--- config.mk ---
export PLATFORM = sky130hd
export DESIGN_NAME = apb_arbiter
export DESIGN_NICKNAME = d
export VERILOG_FILES = /design/src/rtl/apb_arbiter.sv
export SDC_FILE = /design/constraint.sdc
export NUM_CORES = 1
export LEC_CHECK = 0
export CAP_MARGIN = 0
export CORE_MARGIN = 8
export CORE_UTILIZATION = 40
export DETAILED_ROUTE_END_ITERATION = 8
export PLACE_DENSITY = 0.85
export SLEW_MARGIN = 25
export SYNTH_ARGS = -nofsm -noshare
export SYNTH_HDL_FRONTEND = slang
export SYNTH_SLANG_ARGS = --single-unit
--- constraint.sdc ---
create_clock -name I_PCLK -period 3.4 [get_ports I_PCLK]
set_input_delay 0.68 -clock I_PCLK [delete_from_list [all_inputs] [get_ports I_PCLK]]
set_output_delay 0.68 -clock I_PCLK [all_outputs]
set_load 0.01 [all_outputs]
--- src/rtl/apb_arbiter.sv ---
// N-requester APB master front end: arbitrates one transfer at a time and runs
// the APB SETUP/ACCESS handshake with an optional PREADY timeout.
module apb_arbiter #(
  parameter int NUM_REQ    = 4,
  parameter int ADDR_WIDTH = 16,
  parameter int DATA_WIDTH = 32,
  parameter int ARB_MODE   = 0,
  parameter int TIMEOUT    = 16
) (
  input  logic                           I_PCLK,
  input  logic                           I_PRESET,
  input  logic [NUM_REQ-1:0]             I_REQ,
  input  logic [NUM_REQ*ADDR_WIDTH-1:0]  I_REQ_ADDR,
  input  logic [NUM_REQ-1:0]             I_REQ_WRITE,
  input  logic [NUM_REQ*DATA_WIDTH-1:0]  I_REQ_WDATA,
  output logic [NUM_REQ-1:0]             O_GNT,
  output logic [NUM_REQ-1:0]             O_DONE,
  output logic [DATA_WIDTH-1:0]          O_RDATA,
  output logic                           O_ERR,
  output logic                           O_PSEL,
  output logic                           O_PENABLE,
  output logic                           O_PWRITE,
  output logic [ADDR_WIDTH-1:0]          O_PADDR,
  output logic [DATA_WIDTH-1:0]          O_PWDATA,
  input  logic                           I_PREADY,
  input  logic                           I_PSLVERR,
  input  logic [DATA_WIDTH-1:0]          I_PRDATA
);

  localparam int IW = (NUM_REQ > 1) ? $clog2(NUM_REQ) : 1;
  localparam int CW = (TIMEOUT > 0) ? $clog2(TIMEOUT + 1) : 1;
  localparam logic [CW-1:0] TO_LAST = (TIMEOUT > 0) ? CW'(TIMEOUT - 1) : '0;

  typedef enum logic [1:0] {S_IDLE, S_SETUP, S_ACCESS, S_DONE} state_t;

  state_t                r_state;
  state_t                w_state_next;
  logic [IW-1:0]         r_last;
  logic [IW-1:0]         w_win;
  logic [NUM_REQ-1:0]    r_gnt;
  logic [ADDR_WIDTH-1:0] r_paddr;
  logic                  r_pwrite;
  logic [DATA_WIDTH-1:0] r_pwdata;
  logic [DATA_WIDTH-1:0] r_rdata;
  logic                  r_err;
  logic [CW-1:0]         r_wait;
  logic                  w_timeout;

  logic [ADDR_WIDTH-1:0] w_addr  [NUM_REQ];
  logic [DATA_WIDTH-1:0] w_wdata [NUM_REQ];

  generate
    for (genvar gi = 0; gi < NUM_REQ; gi++) begin : g_unpack
      assign w_addr[gi]  = I_REQ_ADDR[gi*ADDR_WIDTH +: ADDR_WIDTH];
      assign w_wdata[gi] = I_REQ_WDATA[gi*DATA_WIDTH +: DATA_WIDTH];
    end
  endgenerate

  // Walk the search order backwards so the earliest active candidate wins.
  always_comb begin : arb
    logic [IW-1:0] idx;
    idx   = '0;
    w_win = '0;
    for (int k = NUM_REQ - 1; k >= 0; k--) begin
      if (ARB_MODE == 0) begin
        idx = IW'((int'(r_last) + 1 + k) % NUM_REQ);
      end else begin
        idx = IW'(k);
      end
      if (I_REQ[idx]) begin
        w_win = idx;
      end
    end
  end

  assign w_timeout = (TIMEOUT != 0) && !I_PREADY && (r_wait == TO_LAST);

  always_comb begin
    w_state_next = r_state;
    case (r_state)
      S_IDLE:   if (|I_REQ) w_state_next = S_SETUP;
      S_SETUP:  w_state_next = S_ACCESS;
      S_ACCESS: if (I_PREADY || w_timeout) w_state_next = S_DONE;
      S_DONE:   w_state_next = S_IDLE;
      default:  w_state_next = S_IDLE;
    endcase
  end

  always_ff @(posedge I_PCLK or posedge I_PRESET) begin
    if (I_PRESET) begin
      r_state  <= S_IDLE;
      r_last   <= IW'(NUM_REQ - 1);
      r_gnt    <= '0;
      r_paddr  <= '0;
      r_pwrite <= 1'b0;
      r_pwdata <= '0;
      r_rdata  <= '0;
      r_err    <= 1'b0;
      r_wait   <= '0;
    end else begin
      r_state <= w_state_next;
      case (r_state)
        S_IDLE: begin
          if (|I_REQ) begin
            r_gnt    <= NUM_REQ'(1) << w_win;
            r_last   <= w_win;
            r_paddr  <= w_addr[w_win];
            r_pwrite <= I_REQ_WRITE[w_win];
            r_pwdata <= w_wdata[w_win];
          end
        end
        S_SETUP: r_wait <= '0;
        S_ACCESS: begin
          // A ready response wins over a timeout landing in the same cycle.
          if (I_PREADY) begin
            r_err   <= I_PSLVERR;
            r_rdata <= r_pwrite ? '0 : I_PRDATA;
          end else if (w_timeout) begin
            r_err   <= 1'b1;
            r_rdata <= '0;
          end else begin
            r_wait <= r_wait + CW'(1);
          end
        end
        S_DONE: r_gnt <= '0;
        default: r_gnt <= '0;
      endcase
    end
  end

  assign O_GNT     = r_gnt;
  assign O_DONE    = (r_state == S_DONE) ? r_gnt : '0;
  assign O_RDATA   = r_rdata;
  assign O_ERR     = r_err;
  assign O_PSEL    = (r_state == S_SETUP) || (r_state == S_ACCESS);
  assign O_PENABLE = (r_state == S_ACCESS);
  assign O_PWRITE  = r_pwrite;
  assign O_PADDR   = r_paddr;
  assign O_PWDATA  = r_pwdata;

endmodule

pdn.png
Pins as bars on the die edge. Tap cells in gray.
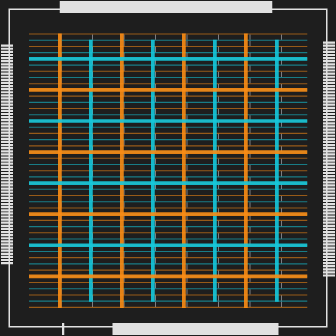
Key: cyan = VDD; orange = VSS
184 tap cells. 8 straps on met4. 45 met1 rails follow the rows. 8 straps on met5.
worst ir drop on vdd: 329 uV
chip width: 138 um
Core Area: 0.0146 mm2
die height: 138 um

cell_classes.png
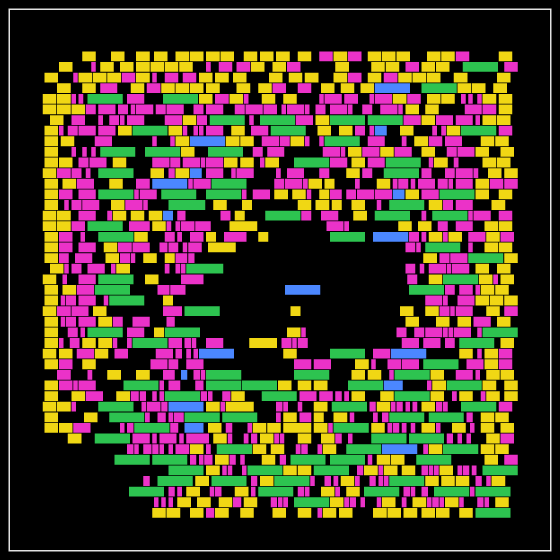
Key: blue = clock drivers and dummy loads [cells 16, share of their area 3.1%]; magenta = all other logic [cells 468, share of their area 36%]; yellow = other buffers and delay cells [cells 344, share of their area 36%]; green = flip-flops [cells 95, share of their area 25%]
Final Util: 66.8%
Seq area share: 24.4%

==> flow_metrics.env <==
# yosys + openroad results
export IMPL_run_status="finished clean"
export IMPL_critical_path_startpoint_type="primary input"
export IMPL_dr_max_layer_used="met4"
export IMPL_synth_largest_area_cell="sky130_fd_sc_hd__dfrtp_1"
export IMPL_period_used_pct=79.2
export IMPL_totalPowerFinal_w=0.00725
export IMPL_floorplan_rows=44
export IMPL_routed_wl_met3_um=1790
export IMPL_r2r_slack_ps=1070
export IMPL_nNetsFinal=1160
export IMPL_place_detailed_hpwl_um=17100
export IMPL_power_top_group="combinational logic"
export IMPL_post_synth_main_area_contributors="sky130_fd_sc_hd__dfrtp_1 (39%), sky130_fd_sc_hd__a211oi_2 (20%), sky130_fd_sc_hd__mux2i_1 (8.7%)"
export IMPL_buffer_ports_inserted=327
export IMPL_worst_slew_pin_slew_ps=705
export IMPL_groute_layer_met1_usage_pct=25.9
export IMPL_post_synth_most_frequent_cells="sky130_fd_sc_hd__a211oi_2 (95), sky130_fd_sc_hd__dfrtp_1 (93), sky130_fd_sc_hd__nand2_1 (78)"
export IMPL_cp_slowest_cell="sky130_fd_sc_hd__clkdlybuf4s50_1"
export IMPL_cp_required_ps=3630
export IMPL_max_clock_path_buffers=2
export IMPL_postSynthRegisterBits=95
export IMPL_timing_critical_path_max_delay_family="buffers and inverters"
export IMPL_critPathBufInv=2
export IMPL_postSynthSeqShare_pct=39.7
export IMPL_synth_warnings=0
export IMPL_sequential_logic_power_w=0.00199
export IMPL_max_freq_mhz=371
export IMPL_worstSetupStartpoint="I_REQ[3]"
export IMPL_power_share_switching_pct=40.9
export IMPL_seq_pwr_share_pct=27.5
export IMPL_report_final_hold_viol_count=0
export IMPL_synth_most_common_cell="sky130_fd_sc_hd__a211oi_2"
export IMPL_use_met2_pct=39.0
export IMPL_floorplanUtilization_pct=41.0
export IMPL_grt_first_pass_wirelength_um=35000
export IMPL_globalRouteOverflowTotal=0
export IMPL_wl_met2_um=11200
export IMPL_cts_tree="done"
export IMPL_warnings=29
export IMPL_detail_route_vias_per_cell=5.30
export IMPL_timing_max_cap_violations=0
export IMPL_power_frac_comb_pct=58.6
export IMPL_die_area_mm2=0.0191
export IMPL_r2r_cells=6
export IMPL_min_delay_path_class="reg2reg"
export IMPL_worst_setup_ep_type="flip-flop"
export IMPL_synth_net_count=860
export IMPL_yosys_stat_area_mm2=0.00599
export IMPL_synthesis_area_mm2=0.00599
export IMPL_hold_buffers_post_cts=0
export IMPL_synth_main_ff_cell="sky130_fd_sc_hd__dfrtp_1"
export IMPL_clkTransAtPathRegs_ps=70
export IMPL_setup_worst_path_class="in2reg"
export IMPL_critPathMaxFanout=28
export IMPL_max_slew_margin_pct=52.8
export IMPL_min_to="O_RDATA[8]"
export IMPL_detailedRoute_firstIterationViolations=347
export IMPL_power_per_cell_area_mw_per_mm2=744
export IMPL_slowest_delay_ps=580
export IMPL_enable_flop_cells=0
export IMPL_placedInstanceArea_mm2=0.00945
export IMPL_rr_startpoint="r_last[1]"
export IMPL_timing_hold_worst_start="O_RDATA[8]"
export IMPL_antennaDiodeCount=0
export IMPL_final_antenna_net_count=0
export IMPL_layout_setup_ws_ps=706
export IMPL_post_synth_inst_count=618
export IMPL_final_design_area_no_fill_mm2=0.00974
export IMPL_hold_worst_slack_ps=478
export IMPL_timing_critical_path_mode_cell="sky130_fd_sc_hd__a211oi_2"
export IMPL_hold_depth=2
export IMPL_post_route_drc_count=0
export IMPL_crit_path_dat_ps=2920
export IMPL_ios=328
export IMPL_most_utilized_layer_in_the_global_route_result="met2"
export IMPL_timing_final_crit_period_ps=2690
export IMPL_synth_avg_cell_area_um2=9.69
export IMPL_rsz0062_at_grt="no"
export IMPL_synth_largest_type_area_fraction_pct=38.9
export IMPL_numClockSinks=95
export IMPL_gpl_final_weighted_congestion=0.816
export IMPL_preCtsSetupSlack_ps=337
export IMPL_leakagePower_nw=3.89
export IMPL_cell_count_in_the_yosys_report=618
export IMPL_grt_pass1_vias=6061
export IMPL_pin_count_of_the_biggest_net_entering_global_routing=53
export IMPL_timing_critical_path_depth=7
export IMPL_postCtsSetupRepairBufs=0
export IMPL_cts_resized=0
export IMPL_synth_cell_type_count=39
export IMPL_grt_met3_usage_pct=6.54
export IMPL_finalSetupViolCount=0
export IMPL_total_negative_setup_slack_ps=0
export IMPL_finish_cell_count_without_fillers=1107
export IMPL_pg_comb_w=0.00425
export IMPL_cts_buffers=9
export IMPL_antenna_violations_before_repair=0
export IMPL_internal_power_w=0.00429
export IMPL_crit_path_cell_trace="clkdlybuf4s50_1 > mux2i_1 > o21ai_4 > buf_4 > a211oi_1 > a211oi_2 > a211oi_2"
export IMPL_synthArstFlopShare_pct=100
export IMPL_r2r_endpoint="O_PWDATA[8]"
export IMPL_worst_setup_path_endpoint="O_PWDATA[8]"
export IMPL_switching_power_w=0.00297
export IMPL_finalMaxSlewViolations=0
export IMPL_layout_drive_gt1_share_pct=15.5
export IMPL_post_place_cells=1091
export IMPL_htree_levels=3
export IMPL_drt_pass1_iterations=7
export IMPL_final_fill_count=1152
clock_map.png
The bar under the picture is 50 um long.
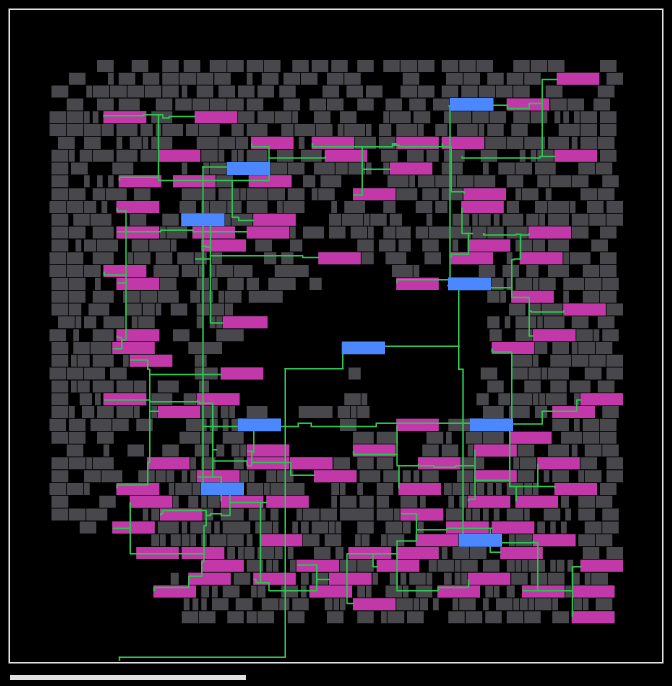
Key: blue = cells driving clock nets [count 9]; magenta = flip-flops [count 95]; green = clock wires [length 1350 um]
Position of the flops: all over the die.
clk_skew: 8.16 ps
clock group total power: 0.00101 W
share of total power in the clock network: 14.0%
clock latency reported for the late side of the worst-skew pair: 350 ps

metal_stack.png
The bar under the picture is 50 um long.
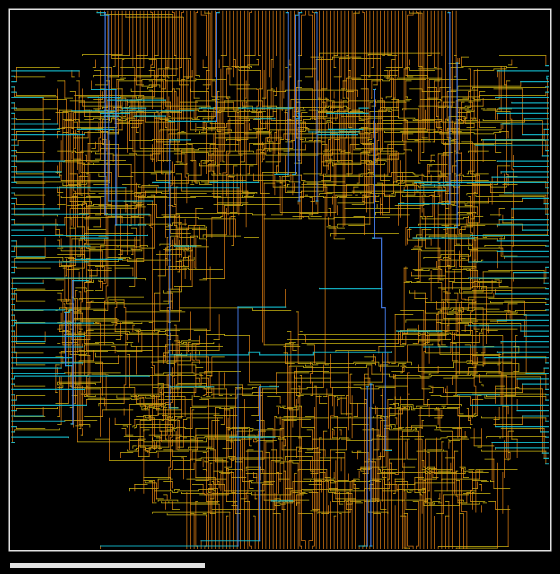
Key: orange = met2 [wire length 11200 um]; cyan = met3 [wire length 1790 um]; blue = met4 [wire length 829 um]; yellow = met1 [wire length 8640 um]
wire length per cell after detailed routing: 20.3 um
total wire length: 22400 um
routed vias: 5867
Tot GR Track Use: 22.9%

-- cell type report --
cell class	count	area (um2)	area share, %
clock buffer	11	253	2.59
clock inverter	5	38.8	0.398
inverter	59	224	2.30
multi-input combinational	409	3150	32.4
sequential	95	2380	24.4
tap	184	230	2.36
timing repair buffer	344	3460	35.6
-- state kept, by name, indices dropped and copies added (netlist names) --
name	cells
O_ERR	1
O_GNT	4
O_PADDR	16
O_PWDATA	32
O_PWRITE	1
O_RDATA	32
r_last	2
r_state	2
r_wait	5
-- tightest hold or removal path: stages, from the launching register on --
cell and delay (ps):
sky130_fd_sc_hd__dfrtp_1 340, sky130_fd_sc_hd__nand2_1 40, sky130_fd_sc_hd__o21ai_0 60
-- placed cells by master, fill, tap and decap left out, types with 3 or more instances in the layout --
cell                              synthesis  layout
sky130_fd_sc_hd__dfrtp_1                 93      93
sky130_fd_sc_hd__buf_12                   0       5
sky130_fd_sc_hd__inv_6                    0       3
sky130_fd_sc_hd__a211oi_2                95      95
sky130_fd_sc_hd__nor2_1                  53      53
sky130_fd_sc_hd__ha_1                     6       6
sky130_fd_sc_hd__clkdlybuf4s50_1          0     327
sky130_fd_sc_hd__clkbuf_16                0       9
sky130_fd_sc_hd__a211oi_1                50      50
sky130_fd_sc_hd__and2_1                   5       5
sky130_fd_sc_hd__o21ai_0                 40      39
sky130_fd_sc_hd__nand2_1                 78      78
sky130_fd_sc_hd__inv_1                   58      57
sky130_fd_sc_hd__buf_4                    5      12
sky130_fd_sc_hd__mux2i_1                 52      52
-- kinds of logic after synthesis --
group	share of synthesized area [%]
AND/OR/NAND/NOR	9.99
multiplexers	8.69
AND-OR/OR-AND	32.3
buffers and inverters	8.07
flip-flops	39.7
adder cells (fa/ha/maj)	1.25
Power figures rest on the tool's default switching activity, not on a simulated workload.
